`src/rtl/delivery_bowler.sv`:
```
// Delivery generator: a 4-bit LFSR picks each ball's outcome, and an IDLE/GAP/OFFER/HALT FSM
// paces offers to the scorer and counts the legal balls in the current over.
module delivery_bowler #(
    parameter logic [3:0] SEED = 4'b1001,
    parameter int         GAP  = 4
) (
    input  logic       clk,
    input  logic       reset,
    input  logic       enable,
    input  logic       ack,
    input  logic       inning_over,
    input  logic       game_over,
    output logic       valid,
    output logic [8:0] outcome,
    output logic       extra,
    output logic [3:0] lfsr_out,
    output logic [2:0] legal_count,
    output logic       over_done
);

    // An all-zero seed would lock the LFSR, so it is replaced by 1.
    localparam logic [3:0] SEED_EFF = (SEED == 4'd0) ? 4'd1 : SEED;
    localparam logic [3:0] GAP_LOAD = 4'(GAP - 1);

    // Inclusive LFSR value range for each one-hot outcome bit.
    // Bit order is dotball, single, double, triple, fours, sixes, wideball, noball, wicket.
    localparam logic [3:0] BIN_LO [0:8] = '{4'd1, 4'd4, 4'd7, 4'd9, 4'd10, 4'd12, 4'd13, 4'd14, 4'd15};
    localparam logic [3:0] BIN_HI [0:8] = '{4'd3, 4'd6, 4'd8, 4'd9, 4'd11, 4'd12, 4'd13, 4'd14, 4'd15};

    typedef enum logic [1:0] {
        ST_IDLE,
        ST_GAP,
        ST_OFFER,
        ST_HALT
    } state_t;

    state_t     state_reg;
    logic [3:0] gap_cnt_reg;
    logic [8:0] decoded;
    logic       decoded_extra;

    genvar gi;
    generate
        for (gi = 0; gi < 9; gi++) begin : g_decode
            assign decoded[gi] = (lfsr_out >= BIN_LO[gi]) && (lfsr_out <= BIN_HI[gi]);
        end
    endgenerate

    assign decoded_extra = decoded[6] | decoded[7];

    always_ff @(posedge clk or negedge reset) begin
        if (!reset) begin
            lfsr_out <= SEED_EFF;
        end else begin
            lfsr_out <= {lfsr_out[2:0], lfsr_out[3] ^ lfsr_out[2]};
        end
    end

    always_ff @(posedge clk or negedge reset) begin
        if (!reset) begin
            state_reg   <= ST_IDLE;
            gap_cnt_reg <= 4'd0;
            valid       <= 1'b0;
            outcome     <= 9'd0;
            extra       <= 1'b0;
            legal_count <= 3'd0;
            over_done   <= 1'b0;
        end else begin
            over_done <= 1'b0;
            if (game_over) begin
                state_reg <= ST_HALT;
                valid     <= 1'b0;
                outcome   <= 9'd0;
                extra     <= 1'b0;
            end else if (inning_over && (state_reg != ST_HALT)) begin
                // Innings ended: any pending offer is dropped uncounted.
                state_reg   <= ST_IDLE;
                gap_cnt_reg <= 4'd0;
                valid       <= 1'b0;
                outcome     <= 9'd0;
                extra       <= 1'b0;
                legal_count <= 3'd0;
            end else begin
                case (state_reg)
                    ST_IDLE: begin
                        if (enable) begin
                            state_reg   <= ST_GAP;
                            gap_cnt_reg <= GAP_LOAD;
                        end
                    end
                    ST_GAP: begin
                        if (!enable) begin
                            state_reg   <= ST_IDLE;
                            gap_cnt_reg <= 4'd0;
                        end else if (gap_cnt_reg == 4'd0) begin
                            state_reg <= ST_OFFER;
                            valid     <= 1'b1;
                            outcome   <= decoded;
                            extra     <= decoded_extra;
                        end else begin
                            gap_cnt_reg <= gap_cnt_reg - 4'd1;
                        end
                    end
                    ST_OFFER: begin
                        if (ack) begin
                            valid   <= 1'b0;
                            outcome <= 9'd0;
                            extra   <= 1'b0;
                            if (!extra) begin
                                if (legal_count == 3'd5) begin
                                    legal_count <= 3'd0;
                                    over_done   <= 1'b1;
                                end else begin
                                    legal_count <= legal_count + 3'd1;
                                end
                            end
                            if (enable) begin
                                state_reg   <= ST_GAP;
                                gap_cnt_reg <= GAP_LOAD;
                            end else begin
                                state_reg <= ST_IDLE;
                            end
                        end
                    end
                    ST_HALT: begin
                        state_reg <= ST_HALT;
                    end
                    default: begin
                        state_reg <= ST_IDLE;
                    end
                endcase
            end
        end
    end

endmodule

```
`config.mk`:
```
export PLATFORM = sky130hd
export DESIGN_NAME = delivery_bowler
export DESIGN_NICKNAME = d
export VERILOG_FILES = /design/src/rtl/delivery_bowler.sv
export SDC_FILE = /design/constraint.sdc
export NUM_CORES = 1
export LEC_CHECK = 0
export ABC_AREA = 1
export CORE_MARGIN = 8
export CORE_UTILIZATION = 48
export DETAILED_ROUTE_END_ITERATION = 12
export GPL_TIMING_DRIVEN = 0
export PLACE_DENSITY = 0.75
export SLEW_MARGIN = 20
export SYNTH_ARGS = -nofsm -noshare
export SYNTH_HDL_FRONTEND = slang
export SYNTH_SLANG_ARGS = --single-unit
```
`constraint.sdc`:
```
create_clock -name clk -period 1.4 [get_ports clk]
set_input_delay 0.14 -clock clk [delete_from_list [all_inputs] [get_ports clk]]
set_output_delay 0.14 -clock clk [all_outputs]
set_load 0.01 [all_outputs]
```
Run 1, where the registers sit:
Scale bar: 20 um. Other sequential cells in the stronger gray, the rest of the logic in the fainter gray.
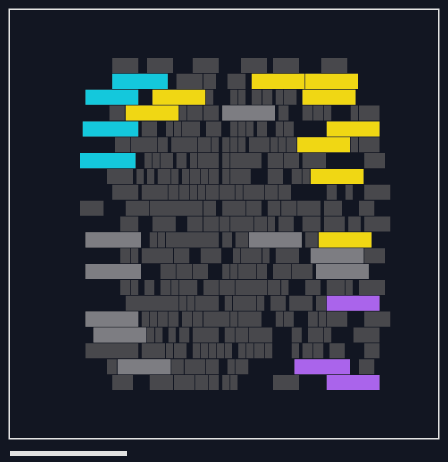
netlist name	color	placed flops
legal_count	purple	3
outcome	yellow	9
lfsr_out	cyan	4

Run 1, routing congestion map:
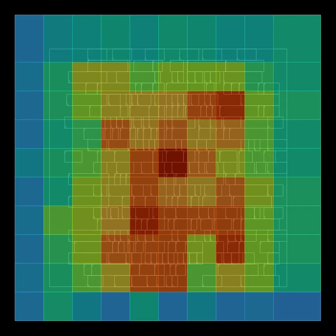
GRT Total Usage: 14.7%
global routing's busiest layer: met2
Avg WL per Cell: 13.2 um
grt met2 use: 25.0%

==> results.ini, run 1 <==
[final_timing]
finalMaxSlewViolations=0
slew_headroom_pct=64.3
max_clock_freq_mhz=653
finalCriticalPeriod_ps=1530
setup_viol_count_final=20
finalHoldViolCount=0
rsz0062_at_grt=true
tightestPinTransition_ps=536
skew_ps=10.1
fin_ws_ps=-130
post-route-period-util_pct=109

[floorplan]
taps=46
die_w_um=73.4
num_rows=21
die_y_um=73.4
coreArea_sq_um=3260
ios=25

[finish]
final-nonclk-buf-share_pct=22.5
signal_buffers=54
seq-cell-share_pct=27.5
num-fill-cells=247
seq_area_sq_um=633
largest_reg_flops=9
inv_count=25
comb_cells=144
sh_comb_area_pct=41.9
nClkBuffers=4
fin_util_pct=70.6
largest_class=logic gates
layout_top_cell=nand2_1
drive_above_1_share_pct=35.7
logic_area_sq_um=965
clk_share_pct=1.14
fin_cells=298
final_cell_mix=34 x nand2_1, 23 x buf_4, 19 x dfrtp_1
nets=271
seq_cells=25
design_area_sq_um=2300
num_antenna_cells=0

[grt]
grt_pass1_vias=1415
grtUsageMet3_pct=1.91
grt_pass1_wl_um=6280
antenna_found_initial=0
grt-ovfl-total=0
grt_max_degree=26
use_met1_pct=18.0

[synth]
synthCells=201
yosysWarningCount=0
top_area_cell=dfrtp_1
yosysCellCount=201
avgSynthCellArea_sq_um=7.88
synth-seq-cells=25
flop_cell=dfrtp_1
area_leaders=dfrtp_1 36%, nand2_1 10%, ha_1 9.5%
edf_count=0
synth-seq-area-share_pct=39.7
synth_cell_type_count=25
fp_nets=219
synth-async-reset-ratio_pct=100
synthDominantCellAreaShare_pct=36.3
synthesis.area_sq_um=1580

[worst_hold_path]
hold_start=game_over
hold_depth=4

[power_and_ir_drop]
top_power_group=registers
p_leak_nw=1.24
p_sw_share_pct=25.3
p_seq_share_pct=61.5
power.internal_w=0.000901
p_switching_w=0.000305
p_comb_share_pct=11.7
pg_clk_w=0.000323
powerSeq_w=0.000741
irDropWorstVdd_mv=0.323
total_power_w=0.00121
pg_comb_w=0.000142

[worst_setup_path]
reg2reg_slack_ps=-130
cp-start-kind=register
crit_family=simple AND/OR/NAND/NOR gates
reg2reg_to=outcome[1]$_DFFE_PN0P_
r2r_cells=11
critPathLaunch=state_reg[0]$_DFFE_PN0P_
crit_slowest_cell=dfrtp_2
path_cells=ha_4 -> inv_4 -> nand2_4 -> nand3_1 -> nand2_2 -> inv_2 -> nand2_4 -> buf_8 -> inv_2 -> nand2_1 -> nand2_1
slowest_delay_ps=460
arrival_ps=1750
path_max_fanout=10
crit_type=register to register
reg2reg_from=state_reg[0]$_DFFE_PN0P_
path_depth=11
endpoint=outcome[1]$_DFFE_PN0P_
path_buffers=4
end_kind=register
crit_required_ps=1620

[place]
dp_hpwl_um=2470
gp_congestion=0.854
dpl_cell_area_sq_um=1880
pre_cts_ws_ps=-187
io_buffer_count=23
place_inst=270

[flow_run]
warnings=37
drv_cap=0

[clock_tree]
postCtsSetupBuffers=22
cts_sinks=25
clk_pin_slew_worst_paths_ps=140
root_buffer=clkbuf_4
cts_tree=built
cts_buffers=3
cts_max_level=1
clockBufferDepth=2
cts.repair.resized=33
ctsHoldBuffers=0
clock_latency_ps=320

[route]
dr.max_layer_used=met4
wl_met2_um=1990
drt_iter0_drc=66
drt.antenna.violating_nets=0
drt_first_pass_iters=4
met3_length_um=157
vias=1522
viasPerCell=5.11
drcViolationCount=0

[outcome]
violations=negative setup slack
status=finished with violations

Run 1, the metal 1 layer:
Scale bar: 20 um. Supply wires on this layer in gray.
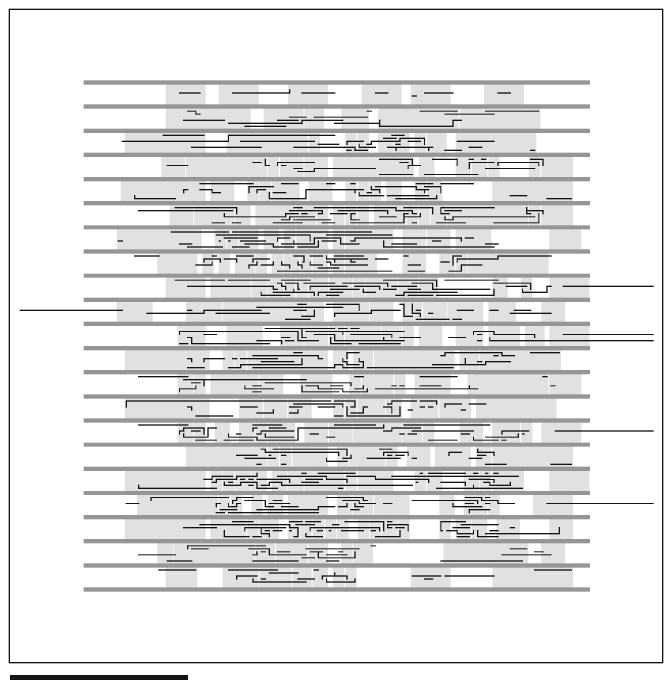
main direction	horizontal
longest straight run	23.0 um
share of all routed wire	44%

-- run 1: kinds of logic (layout without fill, tap and decap cells) --
group	count (synthesis)	count (layout)	synth area share [%]
buffers and inverters	32	83	10.0
AND/OR/NAND/NOR	107	107	32.1
flip-flops	25	25	39.7
adder cells (fa/ha/maj)	12	12	9.48
AND-OR/OR-AND	25	25	8.77
-- run 1: Yosys cell counts, types with 4 or more instances --
library cell  instances
nor2_1               15
buf_6                 4
nand2_1              44
dfrtp_1              23
o21ai_1              10
a21oi_1               6
nand4_1              10
inv_1                19
nor3_1                7
ha_1                 12
o21ai_0               5
inv_2                 5
nand3_1              20
==> run 1 -> run 2 <==
--- a/config.mk
+++ b/config.mk
@@ -8,6 +8,7 @@
 export ABC_AREA = 1
 export CORE_MARGIN = 8
 export CORE_UTILIZATION = 48
+export CTS_CLUSTER_SIZE = 8
 export DETAILED_ROUTE_END_ITERATION = 12
 export GPL_TIMING_DRIVEN = 0
 export PLACE_DENSITY = 0.75
Run 2, signal wires by layer:
Only two layers are drawn.
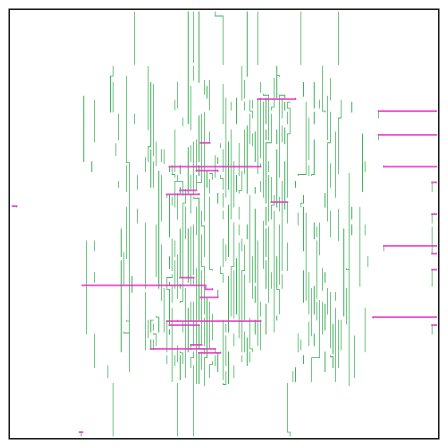
layer	color	wire length
metal 3	magenta	157 um
metal 2	green	1990 um

Run 2, port wiring:
Scale bar: 20 um.
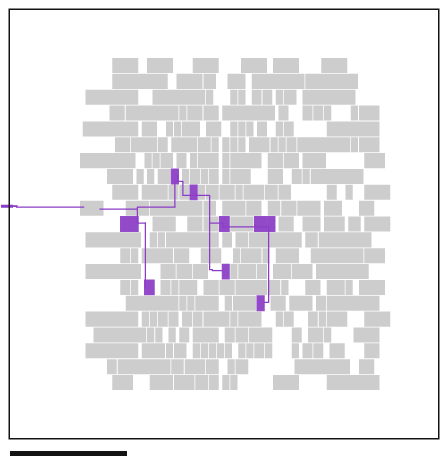
port	color	bits	direction	edge	end cells	buffers	wire
game_over	purple	1	input	west	9	1	94.9 um

==> results.ini, run 2 <==
[finish]
num-fill-cells=247
design_area_sq_um=2300
final_cell_mix=34 x nand2_1, 23 x buf_4, 19 x dfrtp_1
nets=271
layout_top_cell=nand2_1
logic_area_sq_um=965
seq_area_sq_um=633
fin_cells=298
fin_util_pct=70.6
largest_reg_flops=9
num_antenna_cells=0

[worst_setup_path]
slowest_delay_ps=460
path_depth=11
crit_family=simple AND/OR/NAND/NOR gates
end_kind=register
r2r_cells=11
cp-start-kind=register
reg2reg_slack_ps=-130
path_buffers=4
endpoint=outcome[1]$_DFFE_PN0P_
critPathLaunch=state_reg[0]$_DFFE_PN0P_
crit_type=register to register
reg2reg_from=state_reg[0]$_DFFE_PN0P_

[clock_tree]
clock_latency_ps=320
cts_buffers=3
cts_tree=built
cts_max_level=1
ctsHoldBuffers=0
clockBufferDepth=2
clk_pin_slew_worst_paths_ps=140
root_buffer=clkbuf_4

[grt]
met2_usage_pct=25.0
grtUsageMet3_pct=1.91
top_usage_layer=met2
use_met1_pct=18.0
antenna_found_initial=0
grt-ovfl-total=0
grt_max_degree=26
grtUsageTotal_pct=14.7

[synth]
yosysWarningCount=0
area_leaders=dfrtp_1 36%, nand2_1 10%, ha_1 9.5%
top_cell=nand2_1
flop_cell=dfrtp_1
synthDominantCellAreaShare_pct=36.3
synthCells=201
avgSynthCellArea_sq_um=7.88
synth-seq-area-share_pct=39.7
synth-seq-cells=25
fp_nets=219
yosysCellCount=201

[route]
drt_iter0_drc=66
vias=1522
met3_length_um=157
wl_per_cell_um=13.2
drt.antenna.violating_nets=0
wl_met2_um=1990

[floorplan]
num_rows=21
die_w_um=73.4

[final_timing]
finalHoldViolCount=0
rsz0062_at_grt=true
fin_ws_ps=-130
finalMaxSlewViolations=0
tightestPinTransition_ps=536
finalCriticalPeriod_ps=1530
setup_viol_count_final=20

[power_and_ir_drop]
p_leak_nw=1.24
p_seq_share_pct=61.5
irDropWorstVdd_mv=0.323
p_sw_share_pct=25.3
pg_comb_w=0.000142
top_power_group=registers
pg_clk_w=0.000323

[place]
pre_cts_ws_ps=-187
dp_hpwl_um=2470
gp_congestion=0.854
place_inst=270

[outcome]
status=finished with violations
violations=negative setup slack

[flow_run]
warnings=37
drv_cap=0

[run 2: cell counts after synthesis]
No cell type changed its count.
[run 2: logic make-up after synthesis]
| logic type | after synthesis | share of synthesized area (%) |
|---|---|---|
| buffers and inverters | 32 | 10.0 |
| adders and majority gates | 12 | 9.48 |
| AOI/OAI and AO/OA | 25 | 8.77 |
| DFF | 25 | 39.7 |
| and+or+nand+nor | 107 | 32.1 |
[run 2: final cells by class]
type | count | area share [%]
plain buffers | 6 | 2.83
clock buffers | 4 | 1.14
inverters | 25 | 4.35
multi-input cells | 144 | 41.9
flip-flops and latches | 25 | 27.5
well taps | 46 | 2.50
repair buffers | 48 | 19.7
